==> images/registers.png <==
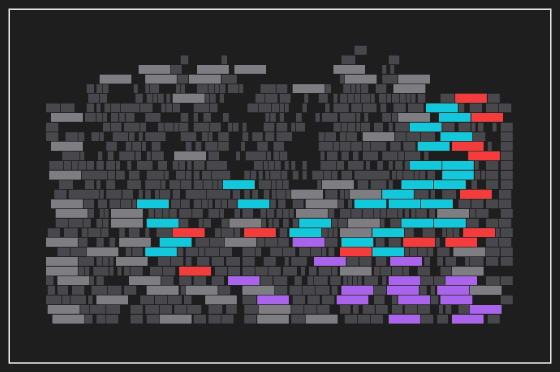
==> images/cell_classes.png <==
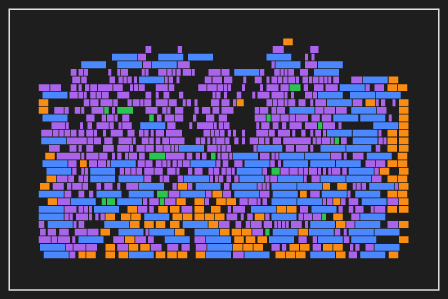
==> images/drive_strength.png <==
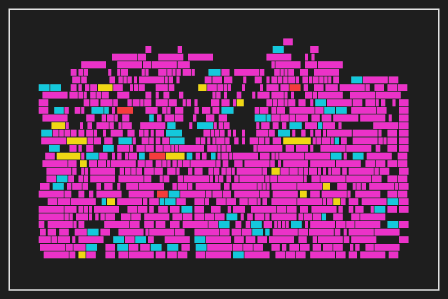
==> images/density.png <==
The die is cut into 15 by 10 equal tiles; black is low, pale yellow is high, 0 to 100% covered.
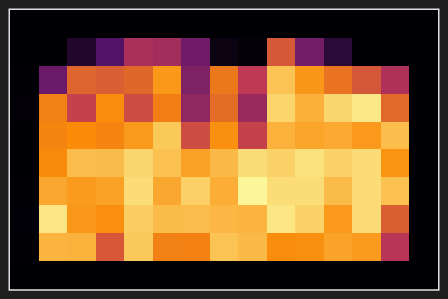
==> config.mk <==
export PLATFORM = sky130hd
export DESIGN_NAME = lbm_stream_engine
export DESIGN_NICKNAME = d
export VERILOG_FILES = /design/src/rtl/lbm_stream_engine.sv
export SDC_FILE = /design/constraint.sdc
export NUM_CORES = 1
export LEC_CHECK = 0
export ABC_AREA = 0
export CAP_MARGIN = 15
export CORE_ASPECT_RATIO = 0.6
export CORE_MARGIN = 10
export CORE_UTILIZATION = 60
export CTS_BUF_LIST = sky130_fd_sc_hd__clkbuf_2
export CTS_CLUSTER_DIAMETER = 150
export DETAILED_ROUTE_END_ITERATION = 8
export PLACE_DENSITY = 0.95
export SLEW_MARGIN = 20
export SYNTH_ARGS = -nofsm -noshare
export SYNTH_HDL_FRONTEND = slang
export SYNTH_SLANG_ARGS = --single-unit
==> constraint.sdc <==
create_clock -name clk -period 13 [get_ports clk]
set_clock_uncertainty 0.2 [all_clocks]
set_input_delay 3.9 -clock clk [delete_from_list [all_inputs] [get_ports clk]]
set_output_delay 3.9 -clock clk [all_outputs]
set_load 0.03 [all_outputs]
==> metrics.cfg <==
[setup_path]
slowest_delay_ns=0.70
crit_fanout=19
worstPathCellList=nor3_1 -> a22o_1 -> nand3_1 -> ha_1 -> o21a_1 -> nor2_1 -> a21o_1 -> nand2_1 -> a21oi_1 -> xor2_1 -> o21ai_0 -> ha_1 -> a21oi_1 -> a211oi_1 -> nand3b_1 -> ha_1 -> a211oi_1 -> o21ai_1 -> xnor2_1 -> nor2_1 -> nor2_1 -> clkdlybuf4s50_1
path_class=reg -> out
r2r_cells=19
r2r_setup_slack_ns=6.81
cp_top_family=AND-OR/OR-AND gates
arrival_ns=7.55
crit_buf_inv=1
path_depth=22
slowest_stage=clkdlybuf4s50_1
crit_required_ns=8.90
cp-start-kind=flop
end_kind=output pin

[global_routing]
track_usage_pct=23.4
antenna_found_initial=0
grt_pass1_vias=5281
overflow=0
grt_pass1_wl_mm=29.1
grt_max_degree=73

[timing]
relSlewSlack_pct=26.1
finalCriticalPeriod_ns=11.65
fmax_mhz=85.8
min_period_over_period_pct=89.6
slew_viol_final=0
finalHoldViolCount=0
rsz0062_at_grt=false
setup_viol=0
fin_setup_tns_ns=0
worst_slew_pin_slew_ns=1.10

[drt]
dr_total_vias=5379
ant_nets=0
firstDrtPassIters=5
vias_per_cell=6.20
routedWlPerCell_um=21.0
drc_errors=0
first_iter_violations=615
routed_wl_mm=18.3

[synth]
synth_top_area_share_pct=43.2
area_leaders=dfrtp_1 (43%), mux2_2 (6.4%), ha_1 (5.5%)
yosysUniqueCellTypes=71
yosysWarnings=0
top_area_cell=dfrtp_1
edf_count=0
ff_type=dfrtp_1
synth_seq_share_pct=43.2
synth_flops=110
ys_cells=639
ys_area_mm2=0.00637
synth.net_count=693
synthArstFlopShare_pct=100
syn_area_per_cell_um2=9.97
syn-cell-area_mm2=0.00637
synthCells=639

[pwr]
p_per_area_mw_per_mm2=285
p_sw_share_pct=50.7
peakVddDrop_uv=281
switchingPower_mw=1.09
p_total_mw=2.16
power_frac_seq_pct=26.4
power_leakage_nw=3.30
p_comb_share_pct=65.9
power.internal_mw=1.06

[cts]
cts.clk_slew.worst_paths_ns=0.35
htreeDepth=3
cts_buffers=9
clockBufferDepth=2
cts_hold_buf=0
post_cts_resized=0
post-cts-setup-buffer-count=0
clockRootBuffer=clkbuf_2
clk_latency_ns=0.69
clock-sinks=110
cts_tree=done

[cells_and_area]
layout_top_cell=dfrtp_1
final_cells=868
drive_above_1_share_pct=10.8
final_cell_mix=dfrtp_1 (110), clkdlybuf4s50_1 (98), nor2_1 (53)
largest_register_ffs=27
finish.net_count=778
num-fill-cells=730
area_growth_pct=18.7
antenna_cells=0

[placement]
dp_hpwl_mm=13.9
placed_cells=852
io_buffers=99
gp_congestion=0.988
place_area_mm2=0.00744

[job]
warning_count=33
maxCapViolCount=0

[min_path]
hold_path_class=reg -> reg

[die]
die_h_um=99.8
die_x_um=153
num_io_pins=100
dieArea_mm2=0.0153

[run_status]
status=finished, final reports clean

About registers.png:
Key: cyan = `pipe` [flops 27]; red = `wr_addr` [flops 12]; purple = `sweep_count` [flops 16]
fin util: 72.4%
flop share of the area: 36.4%

About cell_classes.png:
Key: purple = all other logic [cells 499]; green = clock drivers and dummy loads [cells 16]; blue = flip-flops [cells 110]; orange = other buffers and delay cells [cells 104]
CORE AREA: 0.0105 mm^2
row cnt: 29
Final Cell Area: 0.00756 mm^2

About drive_strength.png:
Key: magenta = drive 1 or less [cells 650, share 89%]; red = drive 6 and up [cells 4, share 0.55%]; yellow = drive 3 to 4 [cells 15, share 2.1%]; cyan = drive 2 [cells 60, share 8.2%]
Final WS setup: 1.35 ns
Signal buffers: 104

About density.png:
The densest ninth of the die: center. 41% of the tiles are over 75% full. 33% of the tiles are nearly empty. The fullest tile reaches 98%.
pre-placement core utilization: 61.0%

-- cells in the mapped netlist (18+ instances only) --
master and count:
dfrtp_1 110, inv_1 23, a21oi_1 42, nor2_1 53
nand2_1 51, xnor2_1 35, clkbuf_1 25, mux2i_1 18
nand3_1 22, ha_1 28, mux2_2 36, o21ai_0 26
xor2_1 21
-- logic make-up (layout without fill, tap and decap cells) --
group	Yosys count	count (layout)	synth area share, %
AND-OR/OR-AND	127	127	13.4
XOR/XNOR	57	57	7.96
multiplexers	56	56	9.64
flip-flops	110	110	43.2
buffers and inverters	53	143	3.38
adder cells (fa/ha/maj)	28	28	5.50
AND/OR/NAND/NOR	208	208	16.9
-- routing by layer --
| layer | vias to the layer above | routed length, um | GRT usage, % |
|---|---|---|---|
| li1 | 2432 | - | - |
| met1 | 2654 | 8040 | 31.6 |
| met2 | 256 | 8280 | 36.6 |
| met3 | 37 | 1650 | 6.87 |
| met4 | 0 | 283 | 5.47 |
| met5 | - | 0 | 0 |
-- area by class of cell --
| type | count | area (um^2) | area share, % |
|---|---|---|---|
| multi-input combinational | 476 | 3400 | 45.0 |
| sequential | 110 | 2750 | 36.4 |
| timing repair buffer | 104 | 1030 | 13.6 |
| tap | 139 | 174 | 2.30 |
| inverter | 23 | 86.3 | 1.14 |
| clock inverter | 7 | 77.6 | 1.03 |
| clock buffer | 9 | 45.0 | 0.596 |
-- through the flow --
step	setup WS [ns]	hold WS (ns)
floorplan	3.73	0.152
global route	0.898	0.318
global placement	2.65	0.254
finish	1.35	0.291
detailed placement	2.32	0.263
CTS	1.52	0.293
-- power groups by stage --
| stage | clock network, mW | registers [mW] | logic (mW) |
|---|---|---|---|
| final | 0.166 | 0.570 | 1.42 |
| after global routing | 0.177 | 0.585 | 1.51 |
| after CTS | 0.165 | 0.567 | 1.41 |
| after detailed placement | 0 | 0.575 | 1.40 |
| after global placement | 0 | 0.560 | 1.34 |
| after floorplan | 0 | 0.652 | 0.829 |
No activity file was given, so power comes from the tool's default toggle rates.
